**src/rtl/an_sec_decode_ctrl.sv**
```systemverilog
// rtl/an_sec_decode_ctrl.sv - sequential single-error-correcting AN-code (A=655) decoder controller
// Two bit-serial restoring-division passes around a combinational remainder-to-location lookup.

module an_sec_rlut (
  input  logic [9:0]        i_r,
  output logic signed [4:0] o_loc
);
  // Remainder of +/-2^(k-1) mod 655 maps to location +/-k; all 28 syndromes are distinct.
  always_comb begin
    o_loc = 5'sd0;
    case (i_r)
      10'd1:   o_loc = 5'sd1;
      10'd2:   o_loc = 5'sd2;
      10'd4:   o_loc = 5'sd3;
      10'd8:   o_loc = 5'sd4;
      10'd16:  o_loc = 5'sd5;
      10'd32:  o_loc = 5'sd6;
      10'd64:  o_loc = 5'sd7;
      10'd128: o_loc = 5'sd8;
      10'd256: o_loc = 5'sd9;
      10'd512: o_loc = 5'sd10;
      10'd369: o_loc = 5'sd11;
      10'd83:  o_loc = 5'sd12;
      10'd166: o_loc = 5'sd13;
      10'd332: o_loc = 5'sd14;
      10'd654: o_loc = -5'sd1;
      10'd653: o_loc = -5'sd2;
      10'd651: o_loc = -5'sd3;
      10'd647: o_loc = -5'sd4;
      10'd639: o_loc = -5'sd5;
      10'd623: o_loc = -5'sd6;
      10'd591: o_loc = -5'sd7;
      10'd527: o_loc = -5'sd8;
      10'd399: o_loc = -5'sd9;
      10'd143: o_loc = -5'sd10;
      10'd286: o_loc = -5'sd11;
      10'd572: o_loc = -5'sd12;
      10'd489: o_loc = -5'sd13;
      10'd323: o_loc = -5'sd14;
      default: o_loc = 5'sd0;
    endcase
  end
endmodule

module an_sec_decode_ctrl #(
  parameter int A     = 655,
  parameter int CW    = 14,
  parameter int DW    = 4,
  parameter int RW    = 10,
  parameter int CNT_W = 16
) (
  input  logic                 clk,
  input  logic                 rst_n,
  input  logic                 in_valid,
  output logic                 in_ready,
  input  logic [CW-1:0]        in_code,
  output logic                 out_valid,
  input  logic                 out_ready,
  output logic [DW-1:0]        out_data,
  output logic [CW-1:0]        out_code,
  output logic signed [4:0]    out_loc,
  output logic                 out_corr,
  output logic                 out_fail,
  input  logic                 cnt_clr,
  output logic [CNT_W-1:0]     corr_cnt,
  output logic [CNT_W-1:0]     fail_cnt
);
  localparam int            CB  = $clog2(CW);
  localparam logic [RW:0]   C_A = A[RW:0];

  typedef enum logic [2:0] {S_IDLE, S_DIV1, S_LUT, S_CORR, S_DIV2, S_DONE} state_t;

  state_t             r_state;
  logic [CW-1:0]      r_y;
  logic [CW-1:0]      r_x;
  logic [CW-1:0]      r_sh;
  logic [RW-1:0]      r_rem;
  logic [CB-1:0]      r_cnt;
  logic signed [4:0]  r_loc;
  logic               r_fail;

  logic [RW:0]        w_p;
  logic               w_ge;
  logic [RW:0]        w_pm;
  logic signed [4:0]  w_lut_loc;
  logic [4:0]         w_mag;
  logic [CW:0]        w_pow;
  logic [CW:0]        w_x15;
  logic [CW-1:0]      w_q;
  logic               w_fail2;
  logic               w_hs;

  an_sec_rlut u_rlut (
    .i_r   (r_rem),
    .o_loc (w_lut_loc)
  );

  // One restoring-division step shared by both passes: dividend bits leave the MSB
  // of r_sh while quotient bits enter at the LSB.
  assign w_p  = {r_rem, r_sh[CW-1]};
  assign w_ge = (w_p >= C_A);
  assign w_pm = w_ge ? (w_p - C_A) : w_p;
  assign w_q  = {r_sh[CW-2:0], w_ge};

  assign w_mag   = r_loc[4] ? (~r_loc + 5'd1) : r_loc;
  assign w_pow   = (w_mag == 5'd0) ? '0 : ({{CW{1'b0}}, 1'b1} << (w_mag - 5'd1));
  assign w_x15   = (r_loc > 5'sd0) ? ({1'b0, r_y} - w_pow) :
                   (r_loc < 5'sd0) ? ({1'b0, r_y} + w_pow) : {1'b0, r_y};

  assign w_fail2 = r_fail | (w_pm[RW-1:0] != '0) | (w_q[CW-1:DW] != '0);
  assign w_hs    = out_valid & out_ready;

  always_ff @(posedge clk or negedge rst_n) begin
    if (!rst_n) begin
      r_state   <= S_IDLE;
      r_y       <= '0;
      r_x       <= '0;
      r_sh      <= '0;
      r_rem     <= '0;
      r_cnt     <= '0;
      r_loc     <= 5'sd0;
      r_fail    <= 1'b0;
      in_ready  <= 1'b1;
      out_valid <= 1'b0;
      out_data  <= '0;
      out_code  <= '0;
      out_loc   <= 5'sd0;
      out_corr  <= 1'b0;
      out_fail  <= 1'b0;
    end else begin
      case (r_state)
        S_IDLE: begin
          if (in_valid && in_ready) begin
            r_y      <= in_code;
            r_sh     <= in_code;
            r_rem    <= '0;
            r_cnt    <= CB'(CW - 1);
            r_fail   <= 1'b0;
            in_ready <= 1'b0;
            r_state  <= S_DIV1;
          end
        end
        S_DIV1: begin
          r_sh  <= w_q;
          r_rem <= w_pm[RW-1:0];
          r_cnt <= r_cnt - CB'(1);
          if (r_cnt == '0) r_state <= S_LUT;
        end
        S_LUT: begin
          r_loc   <= w_lut_loc;
          r_state <= S_CORR;
        end
        S_CORR: begin
          // A location that pushes X outside 14 bits means the error was not single.
          r_x     <= w_x15[CW-1:0];
          r_sh    <= w_x15[CW-1:0];
          r_fail  <= ((r_rem != '0) && (r_loc == 5'sd0)) || w_x15[CW];
          r_rem   <= '0;
          r_cnt   <= CB'(CW - 1);
          r_state <= S_DIV2;
        end
        S_DIV2: begin
          r_sh  <= w_q;
          r_rem <= w_pm[RW-1:0];
          r_cnt <= r_cnt - CB'(1);
          if (r_cnt == '0) begin
            out_valid <= 1'b1;
            out_fail  <= w_fail2;
            out_corr  <= (r_loc != 5'sd0) && !w_fail2;
            out_data  <= w_fail2 ? '0 : w_q[DW-1:0];
            out_code  <= w_fail2 ? r_y : r_x;
            out_loc   <= w_fail2 ? 5'sd0 : r_loc;
            r_state   <= S_DONE;
          end
        end
        S_DONE: begin
          if (out_ready) begin
            out_valid <= 1'b0;
            in_ready  <= 1'b1;
            r_state   <= S_IDLE;
          end
        end
        default: begin
          r_state  <= S_IDLE;
          in_ready <= 1'b1;
        end
      endcase
    end
  end

  // Clear has priority over a same-cycle handshake increment.
  always_ff @(posedge clk or negedge rst_n) begin
    if (!rst_n) begin
      corr_cnt <= '0;
      fail_cnt <= '0;
    end else if (cnt_clr) begin
      corr_cnt <= '0;
      fail_cnt <= '0;
    end else if (w_hs) begin
      if (out_corr && (corr_cnt != '1)) corr_cnt <= corr_cnt + CNT_W'(1);
      if (out_fail && (fail_cnt != '1)) fail_cnt <= fail_cnt + CNT_W'(1);
    end
  end

endmodule

```
**config.mk**
```make
export PLATFORM = sky130hd
export DESIGN_NAME = an_sec_decode_ctrl
export DESIGN_NICKNAME = d
export VERILOG_FILES = /design/src/rtl/an_sec_decode_ctrl.sv
export SDC_FILE = /design/constraint.sdc
export NUM_CORES = 1
export LEC_CHECK = 0
export CAP_MARGIN = 20
export CORE_UTILIZATION = 35
export CTS_CLUSTER_SIZE = 24
export DETAILED_ROUTE_END_ITERATION = 8
export SKIP_CTS_REPAIR_TIMING = 1
export SYNTH_ARGS = -nofsm -noshare
export SYNTH_HDL_FRONTEND = slang
export SYNTH_SLANG_ARGS = --single-unit
export TNS_END_PERCENT = 1
```
**constraint.sdc**
```tcl
create_clock -name clk -period 4 [get_ports clk]
set_input_delay 0.8 -clock clk [delete_from_list [all_inputs] [get_ports clk]]
set_output_delay 0.8 -clock clk [all_outputs]
set_load 0.03 [all_outputs]
```
Cell classes on the final placement:
Scale bar: 50 µm.
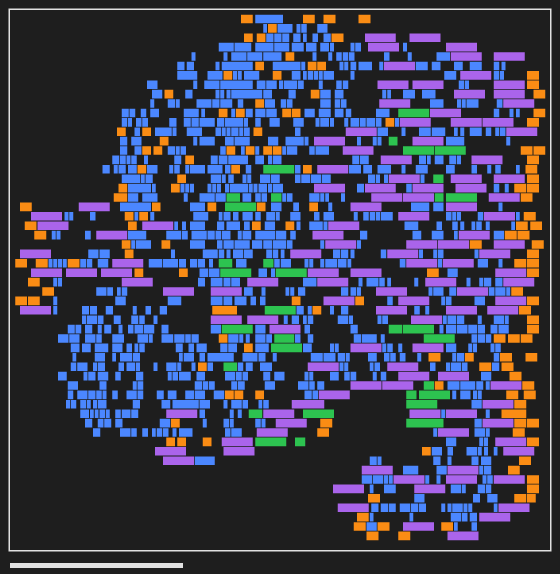
legend:
  orange:
    class: other buffers and delay cells
    cells: 144
    share_of_their_area: 13%
  blue:
    class: all other logic
    cells: 797
    share_of_their_area: 51%
  purple:
    class: flip-flops
    cells: 124
    share_of_their_area: 31%
  green:
    class: clock drivers and dummy loads
    cells: 32
    share_of_their_area: 5.9%

Wiring by layer:
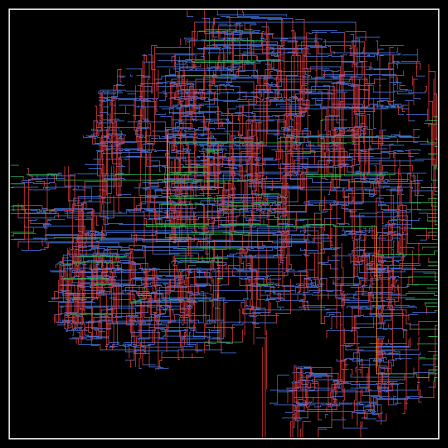
legend:
  green:
    layer: met3
    wire_length: 1500 µm
  blue:
    layer: met1
    wire_length: 11700 µm
  red:
    layer: met2
    wire_length: 10400 µm
  orange:
    layer: met4
    wire_length: 210 µm
Total GRT Usage: 0.199
drt total wl: 23800 µm
WL/cell: 16.8 µm

==> impl_metrics.json <==
{
  "status": "finished with violations",
  "violations": "setup timing",
  "grtUsageMet2": 0.304,
  "cp_num_buf_inv": 3,
  "fmax_ghz": 0.249,
  "syn_avg_cell_area_um2": 8.46,
  "reg2reg_depth": 20,
  "top_area_cell": "dfrtp_1",
  "largestRegisters": "corr_cnt (16), fail_cnt (16)",
  "cts_tree": "built",
  "mux_share": 0.0431,
  "finalHoldViolations": 0,
  "ys_ff": 124,
  "met2_length_um": 10400,
  "fin_nets": 1141,
  "nMultiInputCombCells": 764,
  "setup_ws_ps": -10.7,
  "edf_count": 0,
  "clock_sinks": 124,
  "synthFlopType": "dfrtp_1",
  "first_iter_violations": 660,
  "fp-utilization": 0.356,
  "critical_path_cell_count": 20,
  "ys.warnings.count": 0,
  "dr.pass1.iters": 5,
  "inverters_excl_clock": 33,
  "hpwl_um": 17400,
  "insertedDiodeCount": 0,
  "rsz0062_at_grt": "true",
  "logic_area_um2": 5030,
  "rows": 56,
  "lay_top_cells": "nand2_1 (126), dfrtp_1 (123), nor2_1 (102)",
  "h-tree-depth": 4,
  "critPathArrivalTime_ps": 4310,
  "xor_share": 0.0662,
  "met3_usage": 0.0307,
  "place.gp.congestion": 0.926,
  "ys_cells": 985,
  "met3_length_um": 1500,
  "placed_cells": 1381,
  "netSwitchingPower_mw": 3.09,
  "crit_slowest_cell": "dfrtp_1",
  "ys_top_cells_by_area": "dfrtp_1 (37%), nand2_1 (5.7%), ha_1 (5.4%)",
  "internal-power_mw": 3.92,
  "antenna_found_initial": 0,
  "critical_path_required_ps": 4300,
  "p_sw_frac": 0.441,
  "drv_slew": 0,
  "syn2layout_area_growth_pct": 26.7,
  "cp_max_fo": 6,
  "top_cell": "nand2_1",
  "core-area_um2": 23400,
  "tap_cells": 319,
  "grt_pass1_vias": 7060,
  "power_mw": 7.02,
  "finish.utilization": 0.451,
  "criticalPathCategory": "register to register",
  "die_x_um": 156,
  "combinationalPowerShare": 0.490,
  "ctsLongestPathBuffers": 2,
  "final_area_um2": 10600,
  "ys_top_cells_by_count": "nand2_1 (127), dfrtp_1 (123), nor2_1 (103)",
  "chipArea_um2": 24400,
  "topCombFamilyByArea": "simple AND/OR/NAND/NOR gates",
  "num-nonclk-buffers": 144,
  "drive_above_1_share": 0.148,
  "grtUsageMet1": 0.292,
  "wl_met1_um": 11700,
  "grt.busiest_layer": "met2",
  "maxPowerGroup": "combinational cells",
  "setup_viol": 2,
  "cp-endpoint": "r_fail",
  "cpPeakStageDelay_ps": 390,
  "min_from": "r_x[6]",
  "p_seq_mw": 2.00,
  "holdWs_ps": 471,
  "finalCritPeriodShare": 1.00,
  "mostFrequentLayoutCell": "nand2_1",
  "viasPerCell": 5.34,
  "dr.max_layer_used": "met4",
  "worstHoldEndpoint": "r_x[6]",
  "slew_headroom": 0.380,
  "irDropWorstVdd_mv": 0.308,
  "cts_root_buf": "clkbuf_16",
  "power_frac_seq": 0.285,
  "power.density_nw_per_um2": 665,
  "grt_pass1_wl_um": 38200,
  "startpoint": "r_loc[1]"
}
Clock distribution:
Scale bar: 50 µm.
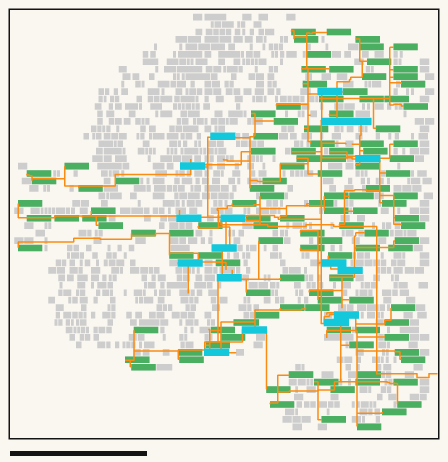
legend:
  orange:
    item: clock wires
    length: 1860 µm
  cyan:
    item: cells driving clock nets
    count: 17
  green:
    item: flip-flops
    count: 124
flops lie: all over the die
routed clock nets: 18
clk latency late pin: 420 ps
Setup Skew: 10.9 ps
clock-net power: 1.58 mW
clock share of power: 0.225

Power figures rest on the tool's default switching activity, not on a simulated workload.
